**src/rtl/id_scoreboard_ctrl.sv**
```systemverilog
// Decode-stage RAW/WAW interlock: per-register in-flight write counters gate ready_go,
// plus a stall-cycle counter and a sticky protocol-error flag.
module id_scoreboard_ctrl #(
    parameter int NREG   = 32,
    parameter int CNT_W  = 2,
    parameter int PERF_W = 32
) (
    input  logic              clk,
    input  logic              resetn,
    input  logic              flush,
    input  logic              ds_valid,
    input  logic [4:0]        ds_rs1,
    input  logic              ds_rs1_ren,
    input  logic [4:0]        ds_rs2,
    input  logic              ds_rs2_ren,
    input  logic [4:0]        ds_rd,
    input  logic              ds_rd_we,
    input  logic              ds_issue,
    input  logic              ws_rf_we,
    input  logic [4:0]        ws_rf_waddr,
    output logic              ds_ready_go,
    output logic [NREG-1:0]   busy_vec,
    output logic [PERF_W-1:0] stall_cnt,
    output logic              sb_err
);

    localparam logic [CNT_W-1:0] CNT_MAX = '1;

    logic [NREG-1:0][CNT_W-1:0] cnt;
    logic [NREG-1:0]            inc, dec, uflow;
    logic                       hazard, issue_ok, issue_bad;

    always_comb begin
        hazard = (ds_rs1_ren && cnt[ds_rs1] != '0) ||
                 (ds_rs2_ren && cnt[ds_rs2] != '0) ||
                 (ds_rd_we && ds_rd != 5'd0 && cnt[ds_rd] == CNT_MAX);
        ds_ready_go = !ds_valid || !hazard;
        issue_ok    = ds_issue && ds_valid && ds_ready_go;
        issue_bad   = ds_issue && !(ds_valid && ds_ready_go);
    end

    // x0 never participates: its inc/dec/underflow terms stay 0 and its count stays 0.
    always_comb begin
        inc      = '0;
        dec      = '0;
        uflow    = '0;
        busy_vec = '0;
        for (int i = 1; i < NREG; i++) begin
            inc[i]      = issue_ok && ds_rd_we && ds_rd == i[4:0];
            dec[i]      = ws_rf_we && ws_rf_waddr == i[4:0];
            uflow[i]    = dec[i] && !inc[i] && cnt[i] == '0;
            busy_vec[i] = cnt[i] != '0;
        end
    end

    always_ff @(posedge clk or negedge resetn) begin
        if (!resetn) begin
            cnt <= '0;
        end else if (flush) begin
            cnt <= '0;
        end else begin
            for (int i = 1; i < NREG; i++) begin
                if (inc[i] && !dec[i] && cnt[i] != CNT_MAX)
                    cnt[i] <= cnt[i] + 1'b1;
                else if (dec[i] && !inc[i] && cnt[i] != '0)
                    cnt[i] <= cnt[i] - 1'b1;
            end
            cnt[0] <= '0;
        end
    end

    // A flushed cycle discards its issue/WB, so it cannot raise a protocol error either.
    always_ff @(posedge clk or negedge resetn) begin
        if (!resetn) begin
            stall_cnt <= '0;
            sb_err    <= 1'b0;
        end else begin
            if (ds_valid && !ds_ready_go && !flush)
                stall_cnt <= stall_cnt + 1'b1;
            if (!flush && (issue_bad || (|uflow)))
                sb_err <= 1'b1;
        end
    end

endmodule

```
**config.mk**
```make
export PLATFORM = sky130hd
export DESIGN_NAME = id_scoreboard_ctrl
export DESIGN_NICKNAME = d
export VERILOG_FILES = /design/src/rtl/id_scoreboard_ctrl.sv
export SDC_FILE = /design/constraint.sdc
export NUM_CORES = 1
export LEC_CHECK = 0
export ABC_AREA = 1
export CAP_MARGIN = 20
export CORE_MARGIN = 2
export CORE_UTILIZATION = 40
export CTS_CLUSTER_DIAMETER = 40
export DETAILED_ROUTE_END_ITERATION = 8
export SYNTH_ARGS = -nofsm -noshare
export SYNTH_HDL_FRONTEND = slang
export SYNTH_SLANG_ARGS = --single-unit
```
**constraint.sdc**
```tcl
create_clock -name clk -period 6.36 [get_ports clk]
set_input_delay 1.272 -clock clk [delete_from_list [all_inputs] [get_ports clk]]
set_output_delay 1.272 -clock clk [all_outputs]
set_load 0.05 [all_outputs]
```
Fig. 1: the metal 1 layer
Bar = 50 um.
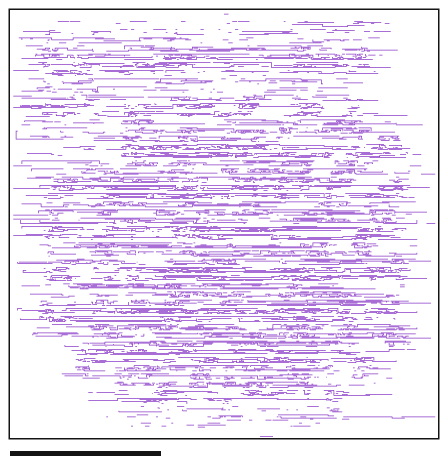
The layer holds 46% of the routed length. The layer carries 12500 um of wire. The wires run mostly horizontal. The longest straight run is 69.0 um. 1245 nets have wire on it.
via count: 8291
M1 GR Usage: 39.2%
drt total wl: 27000 um

Fig. 2: M2 wires
Bar = 50 um. Cells faint in the background.
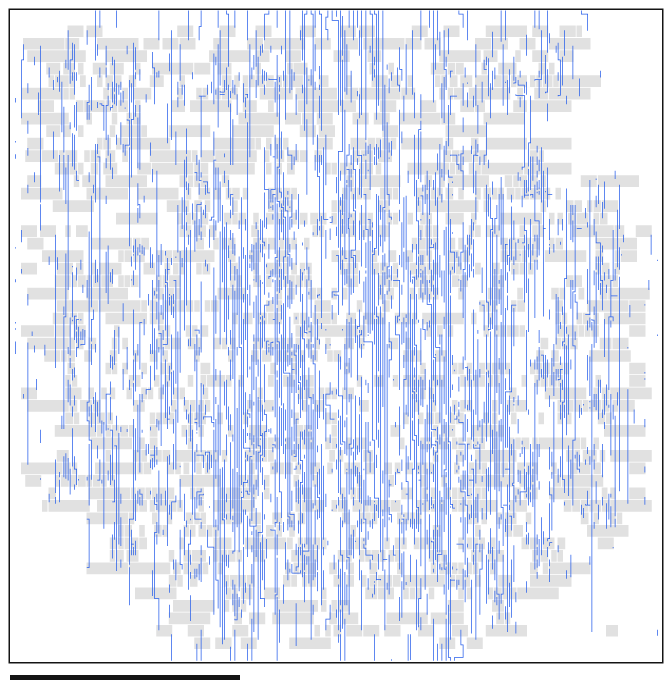
The wires run mostly vertical. 1047 nets have wire on it. The longest straight run is 62.6 um. The layer carries 11600 um of wire. The layer holds 43% of the routed length.
M2 GR Usage: 41.8%

==> deck_impl_summary.md <==
Key Metrics from the Run

Outcome
  • Status: finished clean

Yosys
  • Top cells by area: dfrtp_1, nand2_1, nand3_1
  • Synth cell types: 34
  • Top logic family: simple AND/OR/NAND/NOR gates
  • Ys async rst share: 100%
  • Mapped Area: 7620 um^2
  • Adder-Cell Fraction of Synth Area: 0.164%
  • Synthesized Nets: 1270
  • Syn Area/Cell: 6.14 um^2
  • Count leader, synth: nand2_1
  • Gate Count Post-Synth: 1240
  • Top cell area share: 31.2%
  • Cell type with the largest total area: dfrtp_1

STA
  • Hold Worst Slack: 476 ps
  • Relative slew slack: 37.2%
  • Final setup vio count: 0
  • Worst slew pin tran: 941 ps

Clock tree
  • CTS resizes: 0
  • Clock Sinks: 95
  • Latency at later pin: 360 ps
  • Hold_buf cts: 0
  • # H-tree levels: 3

Setup path
  • R2r endpoint: sb_err
  • R2R cell count: 20
  • CP max-delay cell: clkdlybuf4s50_1
  • CP delay by family, top: buffers and inverters
  • Crit. path cell count: 13
  • FF-to-FF Start: cnt[46]
  • Worst Setup Start Kind: input pin
  • Crit. Startpoint: ds_rd[0]
  • Critical Path Fanout Max: 22

Global route
  • Largest net degree at the start of global routing: 51
  • GRT busiest layer: met2

Cells and area
  • Filler cell count: 1942
  • Layout cells sized above 1: 3.40%
  • Sequential cell area: 2380 um^2
  • Final non-filler cell total: 1558

Route
  • Drt wl/cell: 17.3 um
  • Via/cell ratio: 5.32

Power and ir drop
  • Clock network fraction of total power: 35.9%
  • Internal: 0.00107 W
  • Power density cells: 186 nW/um^2
  • VDD IR max: 0.220 mV

Worst hold path
  • HP Start: stall_cnt[31]

Placement
  • Gpl congestion: 0.990
  • Pre-CTS WS: 1070 ps
  • Inst Count DP: 1542

Floorplan
  • Die Y-Extent: 142 um
  • Fp_density: 40.7%
Fig. 3: the metal 3 layer
Bar = 50 um. Cells faint in the background.
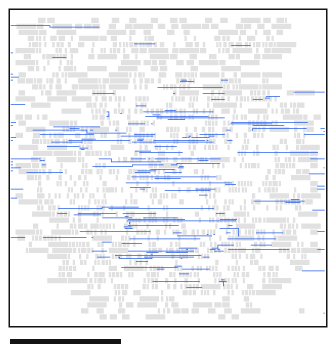
136 nets have wire on it. The layer holds 7.0% of the routed length. The longest straight run is 48.8 um. The layer carries 1900 um of wire.
GR Util met3: 4.10%

area by class of cell:
type	count	share of cell area [%]
clock inverter	7	1.11
multi-input combinational	937	48.6
timing repair buffer	100	11.0
inverter	176	7.31
sequential	95	26.3
tap	234	3.24
clock buffer	9	2.49
flip-flops by register name (all words and copies together) (netlist names):
| signal | flops |
|---|---|
| cnt | 62 |
| sb_err | 1 |
| stall_cnt | 32 |
routing by layer:
| metal | part of all wire (%) | vias to the layer above |
|---|---|---|
| met3 | 7.0 | 43 |
| met5 | 0 | - |
| met2 | 43 | 317 |
| met4 | 3.5 | 0 |
| li1 | - | 4168 |
| met1 | 46 | 3763 |
through the flow:
stage          power [W]  area, um^2
5_1_grt          0.00176        9040
3_3_place_gp     0.00109        8720
2_1_floorplan   0.000941        7620
6_report         0.00169        9040
3_5_place_dp     0.00109        8720
4_1_cts          0.00170        9040
worst register-to-register path, stage by stage, from the launching register on:
cell and delay, ps:
dfrtp_1 390, nor2_1 370, inv_1 230, nand2_1 160, nand3_1 80, nand2_1 90
nand2_1 50, nand3_1 80, nand3_1 70, nand3_1 120, nand2_1 100, nor2_4 550
nand4_1 440, nand3_1 170, nand2_1 80, nor2_1 150, nand2_1 60, nor2_1 90
nand2_1 50, nand2_1 60, nand2_1 50
power by group through the flow:
stage,registers [W],clock network [W],logic [W]
2_1_floorplan,0.000747,0,0.000194
3_3_place_gp,0.000680,0,0.000410
3_5_place_dp,0.000679,0,0.000411
4_1_cts,0.000668,0.000620,0.000413
5_1_grt,0.000673,0.000640,0.000447
6_report,0.000667,0.000604,0.000414
Power is estimated from default activity; no workload was simulated.
